[src/rtl/tx_pkg.sv]
// Shared types and constants for the tx_arbiter block.
// Contents: state encoding, payload struct, byte-count limits, busy-timeout
// default, minimum grant spacing and the byte-count clamp helper.
package tx_pkg;

  localparam int unsigned WORD_W        = 32;
  localparam int unsigned BYTES_W       = 3;
  localparam int unsigned MAX_BYTES     = 4;
  localparam int unsigned BUSY_TMO_DEF  = 7;
  localparam int unsigned MIN_GRANT_GAP = 4;

  typedef enum logic [1:0] {
    IDLE      = 2'd0,
    ISSUE     = 2'd1,
    WAIT_BUSY = 2'd2,
    WAIT_DONE = 2'd3
  } state_t;

  // Payload latched at grant and held for the whole transfer.
  typedef struct packed {
    logic [WORD_W-1:0]  word;
    logic [BYTES_W-1:0] bytes;
  } tx_payload_t;

  // A word carries at most MAX_BYTES bytes; larger counts are saturated.
  function automatic logic [BYTES_W-1:0] clamp_bytes(input logic [BYTES_W-1:0] b);
    return (b > BYTES_W'(MAX_BYTES)) ? BYTES_W'(MAX_BYTES) : b;
  endfunction

endpackage

[src/rtl/rr_pick.sv]
// Round-robin picker: finds the first asserted request at or after ptr,
// wrapping around N_REQ.
// Ports: req   - request vector
//        ptr   - search start index
//        valid - any request found
//        idx   - index of the selected request (0 when none)
module rr_pick
  import tx_pkg::*;
#(
  parameter int unsigned N_REQ = 4,
  localparam int unsigned IW   = $clog2(N_REQ)
) (
  input  logic [N_REQ-1:0] req,
  input  logic [IW-1:0]    ptr,
  output logic             valid,
  output logic [IW-1:0]    idx
);

  logic [IW-1:0] pos;

  // (p + k) mod N_REQ for k < N_REQ, without a divider.
  function automatic logic [IW-1:0] wrap_add(input logic [IW-1:0] p, input int unsigned k);
    int unsigned s;
    s = 32'(p) + k;
    if (s >= N_REQ) s = s - N_REQ;
    return IW'(s);
  endfunction

  // Scan from ptr upward; the first hit wins.
  always_comb begin
    valid = 1'b0;
    idx   = '0;
    pos   = '0;
    for (int k = 0; k < N_REQ; k++) begin
      pos = wrap_add(ptr, k);
      if (!valid && req[pos]) begin
        valid = 1'b1;
        idx   = pos;
      end
    end
  end

endmodule

[src/rtl/tx_arbiter.sv]
// Round-robin arbiter that hands one requester at a time to an external
// word transmitter and reports completion or busy-timeout per requester.
// Ports: clk, rst_n          - clock, async active-low reset
//        req/req_word/req_bytes - per-requester request level and payload
//        ack/done/err        - per-requester one-cycle pulses
//        tx_start/tx_word/tx_bytes - command to the word transmitter
//        tx_busy             - transmitter busy
//        owner               - current or last granted requester
module tx_arbiter
  import tx_pkg::*;
#(
  parameter int unsigned N_REQ    = 4,
  parameter int unsigned BUSY_TMO = BUSY_TMO_DEF
) (
  input  logic                            clk,
  input  logic                            rst_n,
  input  logic [N_REQ-1:0]                req,
  input  logic [N_REQ-1:0][WORD_W-1:0]    req_word,
  input  logic [N_REQ-1:0][BYTES_W-1:0]   req_bytes,
  output logic [N_REQ-1:0]                ack,
  output logic [N_REQ-1:0]                done,
  output logic [N_REQ-1:0]                err,
  output logic                            tx_start,
  output logic [WORD_W-1:0]               tx_word,
  output logic [BYTES_W-1:0]              tx_bytes,
  input  logic                            tx_busy,
  output logic [$clog2(N_REQ)-1:0]        owner
);

  localparam int unsigned IW = $clog2(N_REQ);
  localparam int unsigned TW = $clog2(BUSY_TMO);
  localparam int unsigned GW = $clog2(MIN_GRANT_GAP);

  state_t           state_q, state_d;
  logic [IW-1:0]    rr_q, rr_d;
  logic [IW-1:0]    owner_d;
  tx_payload_t      pay_q, pay_d;
  logic [N_REQ-1:0] ack_d, done_d, err_d;
  logic             start_d;
  logic [TW-1:0]    tmo_q, tmo_d;
  logic [GW-1:0]    gap_q, gap_d;
  logic             zdone_q, zdone_d;

  logic             pick_valid;
  logic [IW-1:0]    pick_idx;
  logic             grant;

  rr_pick #(.N_REQ(N_REQ)) u_pick (
    .req   (req),
    .ptr   (rr_q),
    .valid (pick_valid),
    .idx   (pick_idx)
  );

  assign tx_word  = pay_q.word;
  assign tx_bytes = pay_q.bytes;

  // Grants need an idle transmitter and an expired spacing window.
  assign grant = (state_q == IDLE) && pick_valid && !tx_busy && (gap_q == '0);

  // Next-state and next-output logic.
  always_comb begin
    state_d = state_q;
    rr_d    = rr_q;
    owner_d = owner;
    pay_d   = pay_q;
    ack_d   = '0;
    done_d  = '0;
    err_d   = '0;
    start_d = 1'b0;
    tmo_d   = tmo_q;
    gap_d   = (gap_q != '0) ? gap_q - GW'(1) : '0;
    zdone_d = 1'b0;

    case (state_q)
      IDLE: begin
        // Zero-byte grant completes one cycle after its ack.
        if (zdone_q) done_d[owner] = 1'b1;
        if (grant) begin
          ack_d[pick_idx] = 1'b1;
          owner_d         = pick_idx;
          pay_d.word      = req_word[pick_idx];
          pay_d.bytes     = clamp_bytes(req_bytes[pick_idx]);
          rr_d            = (pick_idx == IW'(N_REQ-1)) ? '0 : pick_idx + IW'(1);
          gap_d           = GW'(MIN_GRANT_GAP-1);
          tmo_d           = '0;
          if (req_bytes[pick_idx] == '0) begin
            zdone_d = 1'b1;
          end else begin
            state_d = ISSUE;
            start_d = 1'b1;
          end
        end
      end
      ISSUE: begin
        state_d = WAIT_BUSY;
        start_d = 1'b1;
        tmo_d   = tmo_q + TW'(1);
      end
      WAIT_BUSY: begin
        // The ISSUE cycle counts toward the busy timeout.
        if (tx_busy) begin
          state_d = WAIT_DONE;
        end else if (tmo_q == TW'(BUSY_TMO-1)) begin
          err_d[owner] = 1'b1;
          state_d      = IDLE;
        end else begin
          start_d = 1'b1;
          tmo_d   = tmo_q + TW'(1);
        end
      end
      WAIT_DONE: begin
        if (!tx_busy) begin
          done_d[owner] = 1'b1;
          state_d       = IDLE;
        end
      end
    endcase
  end

  // State and registered outputs.
  always_ff @(posedge clk or negedge rst_n) begin
    if (!rst_n) begin
      state_q  <= IDLE;
      rr_q     <= '0;
      owner    <= '0;
      pay_q    <= '0;
      ack      <= '0;
      done     <= '0;
      err      <= '0;
      tx_start <= 1'b0;
      tmo_q    <= '0;
      gap_q    <= '0;
      zdone_q  <= 1'b0;
    end else begin
      state_q  <= state_d;
      rr_q     <= rr_d;
      owner    <= owner_d;
      pay_q    <= pay_d;
      ack      <= ack_d;
      done     <= done_d;
      err      <= err_d;
      tx_start <= start_d;
      tmo_q    <= tmo_d;
      gap_q    <= gap_d;
      zdone_q  <= zdone_d;
    end
  end

endmodule

[config.mk]
export PLATFORM = sky130hd
export DESIGN_NAME = tx_arbiter
export DESIGN_NICKNAME = d
export VERILOG_FILES = /design/src/rtl/tx_pkg.sv /design/src/rtl/rr_pick.sv /design/src/rtl/tx_arbiter.sv
export SDC_FILE = /design/constraint.sdc
export NUM_CORES = 1
export LEC_CHECK = 0
export ABC_CLOCK_PERIOD_IN_PS = 2600
export CORE_MARGIN = 4
export CORE_UTILIZATION = 36
export CTS_CLUSTER_DIAMETER = 50
export DETAILED_ROUTE_END_ITERATION = 8
export PLACE_DENSITY = 0.77
export SYNTH_ARGS = -nofsm -noshare
export SYNTH_HDL_FRONTEND = slang
export SYNTH_SLANG_ARGS = --single-unit
[constraint.sdc]
create_clock -name clk -period 2.6 [get_ports clk]
set_input_delay 0.39 -clock clk [delete_from_list [all_inputs] [get_ports clk]]
set_output_delay 0.39 -clock clk [all_outputs]
set_load 0.005 [all_outputs]
==> images/power_grid.png <==
Scale bar: 20 um. Pins as bars on the die edge. Tap cells in grey.
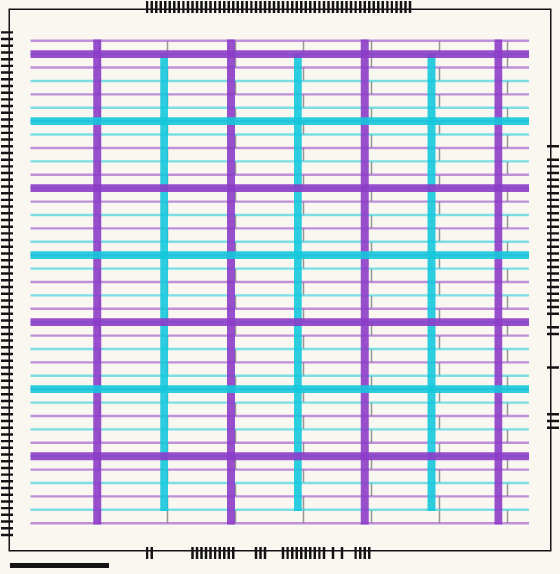
Purple is VSS. Cyan is VDD.
7 straps on met4. 133 tap cells. The core has 36 rows.
DIE WIDTH: 110 um
Placeable Area: 9910 um^2
Die Y: 110 um
worst vdd ir: 0.000387 V

==> images/placement.png <==
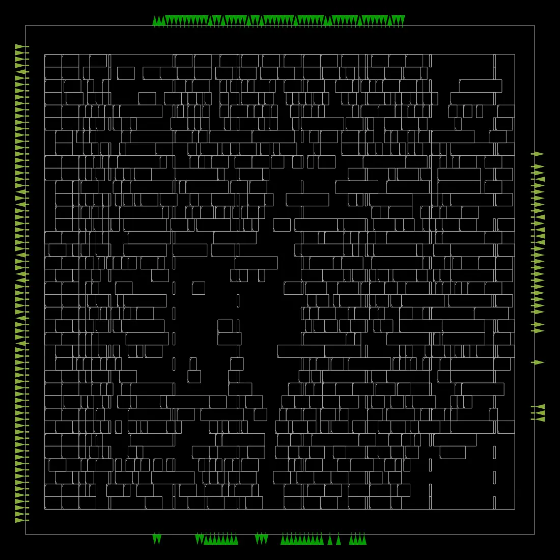
row cnt: 36
Seq area share: 0.240
final std cells w/o fill: 866

==> Slide: Implementation Results <==
Run Summary

Yosys
  • Ys flop type: dfrtp_1
  • Syn_area_per_cell: 7.20 um^2
  • Mux share: 0.00572
  • EDFF count, synth: 0
  • Largest area contributor in the netlist: dfrtp_1
  • Synth cell types: 42
  • Top-area cell type share of the netlist area: 0.404

Finish
  • Layout cell share with drive strength beyond 1: 0.0955
  • Area added between synthesis and finish: 68.7%
  • # fillers: 863
  • Combinational gates: 415
  • Plain + repair buffers: 234
  • Layout clock buffers: 12
  • Seq_cells: 60
  • Antenna diodes: 0

Worst setup path
  • CP Launch Type: register
  • CP startpoint: rr_q[0]$_DFFE_PN0P_
  • Worst-path fanout max: 6

Power and ir drop
  • Combinational power: 3.15 mW
  • Sw Ratio: 0.397

Status
  • Outcome: complete, no violations

Drt
  • WL met2: 6.29 mm

GRT
  • Vias in the first global route: 4,335
  • Grt peak-use layer: met2
  • Largest net degree at the start of global routing: 41

Run
  • Tool warnings: 33

Timing
  • Slew @ Worst Pin: 0.619 ns
  • Clock skew: 0.0155 ns

Placement
  • Setup WS pre-CTS: -0.359 ns

CTS
  • Hold_buf cts: 0
  • PostCTS Resize Cnt: 0

Floorplan
  • Tapcells: 133
==> images/io_fan.png <==
Scale bar: 20 um.
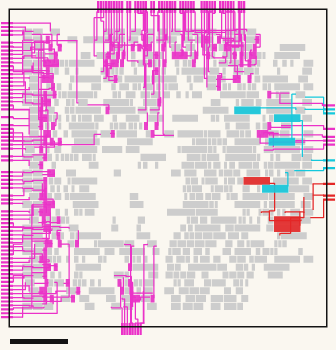
Red is tx_bytes, bits 3, direction output, edge right, end cells 3, buffers 3, wire 92.6 um. Cyan is done, bits 4, direction output, edge right, end cells 4, buffers 4, wire 85.1 um. Magenta is req_word, bits 128, direction input, edge 68 left, 47 top, 8 bottom, 5 right, end cells 128, buffers 128, wire 2,620 um.

==> images/cell_density.png <==
Scale bar: 20 um. The die is cut into 11 by 11 equal tiles; white is low, dark blue is high, 0 to 100% covered.
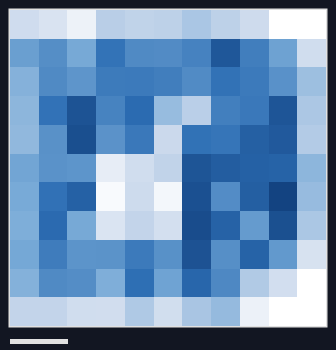
The densest ninth of the die: right middle. The mean over all tiles is 51%. 18% of the tiles are over 75% full. 4.1% of the tiles are nearly empty. The emptiest ninth of the die: bottom right.
Init Core Util: 0.375
Final Util: 0.633

Power and IR drop assume default switching activity.
